**src/rtl/y86_pkg.sv**
```systemverilog
// y86_pkg: shared Y86-64 opcode constants, decoder state type and field-presence helpers.
package y86_pkg;
  localparam logic [3:0] I_HALT   = 4'h0;
  localparam logic [3:0] I_NOP    = 4'h1;
  localparam logic [3:0] I_RRMOVQ = 4'h2;
  localparam logic [3:0] I_IRMOVQ = 4'h3;
  localparam logic [3:0] I_RMMOVQ = 4'h4;
  localparam logic [3:0] I_MRMOVQ = 4'h5;
  localparam logic [3:0] I_OPQ    = 4'h6;
  localparam logic [3:0] I_JXX    = 4'h7;
  localparam logic [3:0] I_CALL   = 4'h8;
  localparam logic [3:0] I_RET    = 4'h9;
  localparam logic [3:0] I_PUSHQ  = 4'hA;
  localparam logic [3:0] I_POPQ   = 4'hB;
  localparam logic [3:0] REG_NONE = 4'hF;

  typedef enum logic [1:0] {S_OPC, S_REG, S_CONST, S_DONE} state_t;

  function automatic logic need_regids(input logic [3:0] icode);
    return icode inside {I_RRMOVQ, I_IRMOVQ, I_RMMOVQ, I_MRMOVQ, I_OPQ, I_PUSHQ, I_POPQ};
  endfunction

  function automatic logic need_valc(input logic [3:0] icode);
    return icode inside {I_IRMOVQ, I_RMMOVQ, I_MRMOVQ, I_JXX, I_CALL};
  endfunction

  function automatic logic ifun_ok(input logic [3:0] icode, input logic [3:0] ifun);
    return (icode == I_RRMOVQ || icode == I_JXX) ? ifun <= 4'd6 :
           (icode == I_OPQ) ? ifun <= 4'd3 : ifun == 4'd0;
  endfunction
endpackage

```
**src/rtl/y86_instr_byte_decoder_if.sv**
```systemverilog
// y86_instr_byte_decoder_if: byte-in handshake plus decoded-instruction handshake bundle.
interface y86_instr_byte_decoder_if;
  logic        in_valid;
  logic        in_ready;
  logic [7:0]  in_byte;
  logic        out_valid;
  logic        out_ready;
  logic [3:0]  icode;
  logic [3:0]  ifun;
  logic [3:0]  rA;
  logic [3:0]  rB;
  logic [63:0] valC;
  logic [3:0]  ilen;
  logic [63:0] pc;
  logic [63:0] valP;
  logic        instr_err;
  modport slave (
    input  in_valid, in_byte, out_ready,
    output in_ready, out_valid, icode, ifun, rA, rB, valC, ilen, pc, valP, instr_err
  );
  modport master (
    output in_valid, in_byte, out_ready,
    input  in_ready, out_valid, icode, ifun, rA, rB, valC, ilen, pc, valP, instr_err
  );
endinterface

```
**src/rtl/y86_icode_info.sv**
```systemverilog
// y86_icode_info: classifies an opcode byte into field presence, length and legality.
module y86_icode_info
  import y86_pkg::*;
(
  input  logic [3:0] icode,
  input  logic [3:0] ifun,
  output logic       need_regids_o,
  output logic       need_valc_o,
  output logic [3:0] ilen,
  output logic       err
);
  assign need_regids_o = need_regids(icode);
  assign need_valc_o   = need_valc(icode);
  assign ilen = 4'd1 + (need_regids_o ? 4'd1 : 4'd0) + (need_valc_o ? 4'd8 : 4'd0);
  assign err  = icode > I_POPQ || !ifun_ok(icode, ifun);
endmodule

```
**src/rtl/y86_instr_byte_decoder.sv**
```systemverilog
// y86_instr_byte_decoder: assembles byte-serial Y86-64 instructions into decoded fields.
module y86_instr_byte_decoder
  import y86_pkg::*;
(
  input logic clk,
  input logic rst_n,
  y86_instr_byte_decoder_if.slave bus
);
  state_t      state, state_n;
  logic [63:0] pc_cnt;
  logic [2:0]  cnt;
  logic        acc, hs, nr, nv, ierr;
  logic [3:0]  il;

  y86_icode_info u_info (
    .icode(bus.in_byte[7:4]),
    .ifun(bus.in_byte[3:0]),
    .need_regids_o(nr),
    .need_valc_o(nv),
    .ilen(il),
    .err(ierr)
  );

  assign bus.in_ready  = state != S_DONE;
  assign bus.out_valid = state == S_DONE;
  assign acc = bus.in_valid && bus.in_ready;
  assign hs  = bus.out_valid && bus.out_ready;

  always_ff @(posedge clk or negedge rst_n)
    if (!rst_n) state <= S_OPC;
    else state <= state_n;

  always_comb begin
    state_n = state;
    if (acc)
      state_n = state == S_OPC ? (nr ? S_REG : nv ? S_CONST : S_DONE) :
                state == S_REG ? (need_valc(bus.icode) ? S_CONST : S_DONE) :
                (cnt == 3'd7 ? S_DONE : S_CONST);
    if (hs) state_n = S_OPC;
  end

  // byte 0 fixes length, pc and valP up front; later bytes only fill rA/rB/valC
  always_ff @(posedge clk or negedge rst_n)
    if (!rst_n) begin
      pc_cnt        <= '0;
      cnt           <= '0;
      bus.icode     <= '0;
      bus.ifun      <= '0;
      bus.rA        <= REG_NONE;
      bus.rB        <= REG_NONE;
      bus.valC      <= '0;
      bus.ilen      <= '0;
      bus.pc        <= '0;
      bus.valP      <= '0;
      bus.instr_err <= 1'b0;
    end else begin
      if (acc) pc_cnt <= pc_cnt + 64'd1;
      if (acc && state == S_OPC) begin
        bus.icode     <= bus.in_byte[7:4];
        bus.ifun      <= bus.in_byte[3:0];
        bus.ilen      <= il;
        bus.instr_err <= ierr;
        bus.pc        <= pc_cnt;
        bus.valP      <= pc_cnt + 64'(il);
        cnt           <= '0;
      end
      if (acc && state == S_REG) begin
        bus.rA <= bus.in_byte[7:4];
        bus.rB <= bus.in_byte[3:0];
      end
      if (acc && state == S_CONST) begin
        bus.valC[{cnt, 3'b000} +: 8] <= bus.in_byte;
        cnt <= cnt + 3'd1;
      end
      if (hs) begin
        bus.rA   <= REG_NONE;
        bus.rB   <= REG_NONE;
        bus.valC <= '0;
      end
    end
endmodule

```
**src/flat_wrapper.sv**
```systemverilog
// flat-port wrapper written by rule: the top's interface ports become plain ports
module y86_instr_byte_decoder_flat import y86_pkg::*;
  (clk, rst_n, bus_in_valid, bus_in_byte, bus_out_ready, bus_in_ready, bus_out_valid, bus_icode, bus_ifun, bus_rA, bus_rB, bus_valC, bus_ilen, bus_pc, bus_valP, bus_instr_err);
  y86_instr_byte_decoder_if bus_i ();
  input logic clk;
  input logic rst_n;
  input wire logic [$bits(bus_i.in_valid)-1:0] bus_in_valid;
  input wire logic [$bits(bus_i.in_byte)-1:0] bus_in_byte;
  input wire logic [$bits(bus_i.out_ready)-1:0] bus_out_ready;
  output wire logic [$bits(bus_i.in_ready)-1:0] bus_in_ready;
  output wire logic [$bits(bus_i.out_valid)-1:0] bus_out_valid;
  output wire logic [$bits(bus_i.icode)-1:0] bus_icode;
  output wire logic [$bits(bus_i.ifun)-1:0] bus_ifun;
  output wire logic [$bits(bus_i.rA)-1:0] bus_rA;
  output wire logic [$bits(bus_i.rB)-1:0] bus_rB;
  output wire logic [$bits(bus_i.valC)-1:0] bus_valC;
  output wire logic [$bits(bus_i.ilen)-1:0] bus_ilen;
  output wire logic [$bits(bus_i.pc)-1:0] bus_pc;
  output wire logic [$bits(bus_i.valP)-1:0] bus_valP;
  output wire logic [$bits(bus_i.instr_err)-1:0] bus_instr_err;
  assign bus_i.in_valid = bus_in_valid;
  assign bus_i.in_byte = bus_in_byte;
  assign bus_i.out_ready = bus_out_ready;
  assign bus_in_ready = bus_i.in_ready;
  assign bus_out_valid = bus_i.out_valid;
  assign bus_icode = bus_i.icode;
  assign bus_ifun = bus_i.ifun;
  assign bus_rA = bus_i.rA;
  assign bus_rB = bus_i.rB;
  assign bus_valC = bus_i.valC;
  assign bus_ilen = bus_i.ilen;
  assign bus_pc = bus_i.pc;
  assign bus_valP = bus_i.valP;
  assign bus_instr_err = bus_i.instr_err;
  y86_instr_byte_decoder u_core (.clk(clk), .rst_n(rst_n), .bus(bus_i));
endmodule
```
**config.mk**
```make
export PLATFORM = sky130hd
export DESIGN_NAME = y86_instr_byte_decoder_flat
export DESIGN_NICKNAME = d
export VERILOG_FILES = /design/src/rtl/y86_pkg.sv /design/src/rtl/y86_instr_byte_decoder_if.sv /design/src/rtl/y86_icode_info.sv /design/src/rtl/y86_instr_byte_decoder.sv /design/src/flat_wrapper.sv
export SDC_FILE = /design/constraint.sdc
export NUM_CORES = 1
export LEC_CHECK = 0
export ABC_AREA = 1
export CORE_ASPECT_RATIO = 0.7
export CORE_MARGIN = 3
export CORE_UTILIZATION = 33
export DETAILED_ROUTE_END_ITERATION = 10
export GPL_ROUTABILITY_DRIVEN = 0
export PLACE_DENSITY = 0.61
export SYNTH_ARGS = -nofsm -noshare
export SYNTH_HDL_FRONTEND = slang
export SYNTH_SLANG_ARGS = --single-unit
export TNS_END_PERCENT = 10
```
**constraint.sdc**
```tcl
create_clock -name clk -period 2.55 [get_ports clk]
set_clock_uncertainty 0.15 [all_clocks]
set_input_delay 0.51 -clock clk [delete_from_list [all_inputs] [get_ports clk]]
set_output_delay 0.51 -clock clk [all_outputs]
set_load 0.03 [all_outputs]
```
Run 1, track usage over the die:
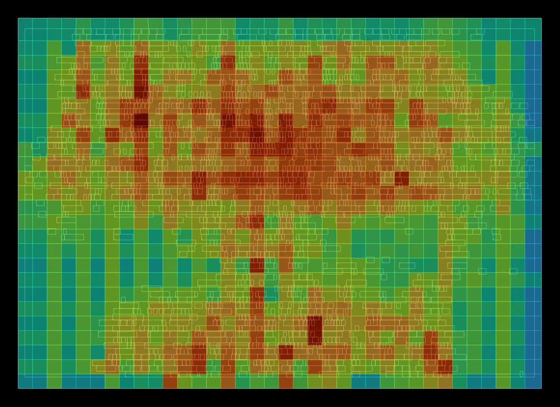
peak-usage layer in the global routing report: met1
GR Util met3: 6.74%
GR Layer Usage met2: 30.5%
final core utilization: 45.7%

Run 1, wiring by layer:
Bar = 50 um. Only two layers are drawn.
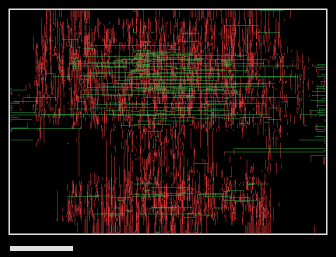
Key: M3 = green [wire length 5230 um]; M2 = red [wire length 19600 um]

Run 1, local utilization:
The die is cut into 25 by 18 equal tiles; black is low, pale yellow is high, 0 to 100% covered.
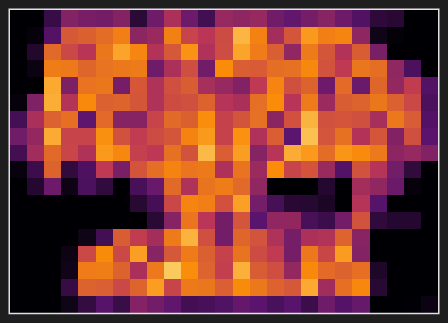
The mean over all tiles is 40%. 7.1% of the tiles are over 75% full. The fullest tile reaches 89%. The emptiest ninth of the die: bottom left. 18% of the tiles are nearly empty.

==> run notes, run 1 <==
Flow results follow.

During synthesis, Yosys emitted a total of 0 warnings. Summing the areas of all xor and xnor instances in the mapped netlist gives 3.14% of the synthesized area. The endpoint of the most critical register-to-register path is u_core.bus.valC[29].

The arrival time of the worst setup path is 1.82 ns. Per the detail_route report, vias per standard cell equal 5.07. The global routing report lists combined usage of all routing layers as 22.2%. The count of nets left with antenna violations after detail routing is 0. For this design the top-level I/O count stands at 227. The number of antenna repair diodes is 0. The placement stage leaves a total instance area of 17200 um^2. The worst setup path is captured at a primary output. The mux share of post-synthesis cell area is 0%. The number of storage elements in the synthesis netlist is 281. Once placement completed, the tool counted placed cells totaling 2491. The detailed router put a total of 23000 um of wire on met1. Dividing the synthesized area by the synthesized cell count gives 8.11 um^2. For reference, simple AND, OR, NAND and NOR cells occupy 31.7% of the area reported after synthesis. The via count of the first global-routing pass is 12525. The final critical-path share of the clock period is 97.2%. Multi-input combinational cells in the finished layout were counted as 1204. Of the total power, registers draw 33.9%.

The report lists the number of cells resized after CTS as 14. For this design, the sink count on the clock tree is 281. The sequential cell count is 281. The largest part of the power goes to combinational logic. The buffer-and-inverter tally for the worst setup path is 1. Of the cells placed in the final design, the portion with a size suffix greater than 1 is 12.1%. Internal power comes to 11.2 mW. The floorplan die height is 176 um. The number of buffers added for setup after CTS is 4.

The first-pass detailed-route iteration total is 5. The area used by sequential logic in the layout is 7040 um^2. The area share of the largest cell type after synthesis is 49.9%. The script extracted a total leakage power of 8.41 nW. The multi-input combinational cells in the finished layout cover a total of 5900 um^2.

The worst vdd rail ir drop is 521 uV. The post-synthesis compound-gate area fraction is 6.78%. The run finished with clean final reports. Per the layout report, the design carries 39 clock buffers. The power density relative to cell area is 1000 nW/um^2. Checking max transition, the worst relative margin is 60.9%.

The first-pass GRT wire length is 76100 um. The number of CTS-inserted buffers is 31. Registers represent a cell area share of 38.2%.

Looking at the max-slew report, the worst-margin pin has a slew of 0.582 ns. The critical path capture point is bus_rA[3]. The CTS tree is built.

The library cell with the highest instance count after synthesis is nand2_1. After synthesis, flip-flops and latches occupy 51.5% of the total area. The net count after synthesis is 1708. The number of OpenROAD warnings is 27. Buffers inserted to repair hold after CTS numbered 1. The number of distinct library cell variants in the gate-level netlist after synthesis is 47. The via count is 12966.

The number of standard cells reported by yosys is 1687. For the final routed database, the setup TNS stands at 0 ns. Counting plain and timing-repair buffers in the layout gives 328. The tally of buffers added on design ports is 225.
==> run 1 -> run 2 <==
- SKIP_LAST_GASP: not set -> 1
==> run 2 against run 1 <==
Sequential share of layout area hardly changed. Register-to-register slack hardly changed. Die size stayed put. Total power hardly changed. Cell count stayed put. Global-route usage hardly changed. Maximum frequency is 0.42% lower. Design area hardly changed. Clock power hardly changed. First-iteration DRC count is 0.30% lower. Sequential power hardly changed. Hold slack better by 0.023 ns. Largest cell class unchanged.
==> run notes, run 2 <==
Flow results follow.

The part of the Yosys area used for sequential elements is 51.5% (unchanged). The post-synthesis compound-gate area fraction came to 6.78% (unchanged). The final critical-path share of the clock period is 97.6% (+0.41 points).

The run finished with clean final reports. The number of distinct library cell variants in the gate-level netlist after synthesis was 47 (unchanged). The number of storage elements in the synthesis netlist is 281 (unchanged). The number of OpenROAD warnings was 29 (+7.4%). The share of the core filled with cells is 45.8% (about the same). The power report shows net switching accounting for 39.4% of the total. The via count was 12927 (-0.30%). The number of antenna repair diodes is 0 (unchanged). The met3 layer usage reported by global route came to 6.74% (unchanged). The leakage power is 8.42 nW (+0.14%). The count of clock-net buffers in the final layout is 39 (unchanged). The count of nets left with antenna violations after detail routing is 0 (unchanged). The quantity of gates resized following cts is 7 (-7). The share of cells above drive strength 1 is 12.1% (unchanged). The via density per instance was 5.06 (-0.30%). The logic area is 5890 um^2 (about the same). The area used by sequential logic in the layout is 7040 um^2 (unchanged).

The initial antenna violation count is 0. The critical path capture point is bus_rA[3]. The number of buffers outside the clock class in the layout is 328 (unchanged). The actual slew at the worst max-slew pin is 0.594 ns (+0.0117 ns).

The sum of negative setup slack is 0 ns (unchanged). The number of warning messages in the yosys log is 0 (unchanged). STA classifies the critical path endpoint as a primary output. The simple-gate share of the synthesized area came to 31.7% (unchanged).

The number of CTS-inserted buffers is 31 (unchanged). The fraction of area in registers is 38.2% (about the same). The remaining routing DRC violations is 0. The buffer-and-inverter tally for the worst setup path is 1 (unchanged). The highest-power group is combinational logic. The worst-case headroom to the max-slew limit is 60.1% (-0.78 points). The total placed cells including tap cells is 2491 (unchanged). The net count after synthesis is 1708 (unchanged). The power density relative to cell area is 1000 nW/um^2 (about the same). The mux share of post-synthesis cell area is 0% (unchanged). The first-pass GRT wire length is 76000 um (about the same).

The area after detailed placement is 17200 um^2 (unchanged). The number of hold buffers added after CTS is 1 (unchanged). The library cell with the highest instance count after synthesis is nand2_1. The sequential cell count is 281 (unchanged).

The floorplan die height is 176 um (unchanged). The mean cell area of the mapped netlist is 8.11 um^2 (unchanged). In this run the critical register-to-register path is captured at u_core.bus.valC[29].

The cell-internal power was 11.2 mW (about the same). The arrival time of the worst setup path is 1.83 ns (about the same). The worst vdd rail ir drop was 521 uV (about the same). Entering global routing, the biggest net connects 86 pins. The tally of buffers added on design ports is 225 (unchanged). The first-pass detailed-route iteration total was 6 (+1). The area share of the largest cell type after synthesis was 49.9% (unchanged).

The count of pins on the block boundary is 227 (unchanged). The fraction of power consumed by sequential logic is 33.9% (about the same). met1 is the most crowded layer.
Run 2, wiring by layer:
Bar = 50 um. Only two layers are drawn.
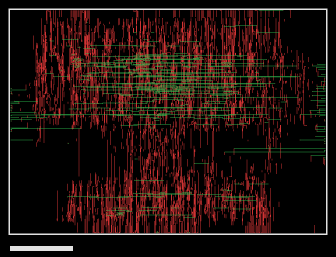
Key: M2 = red [wire length 19600 um]; M3 = green [wire length 4990 um]

Run 2, track usage over the die:
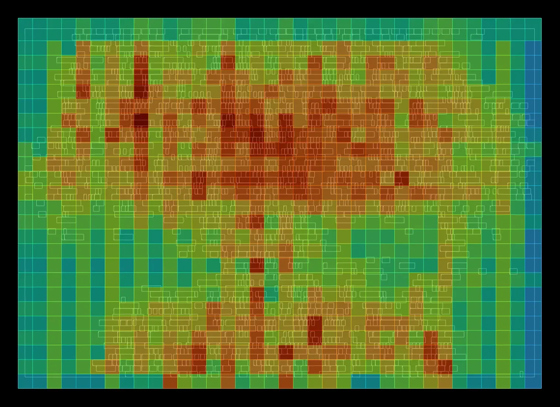
GR Layer Usage met2: 30.5%
met1 demand-to-capacity share in global routing: 33.7%
GRT Util Overall: 22.2%
routed wirelength normalized by instance count: 19.2 um

Power figures rest on the tool's default switching activity, not on a simulated workload.
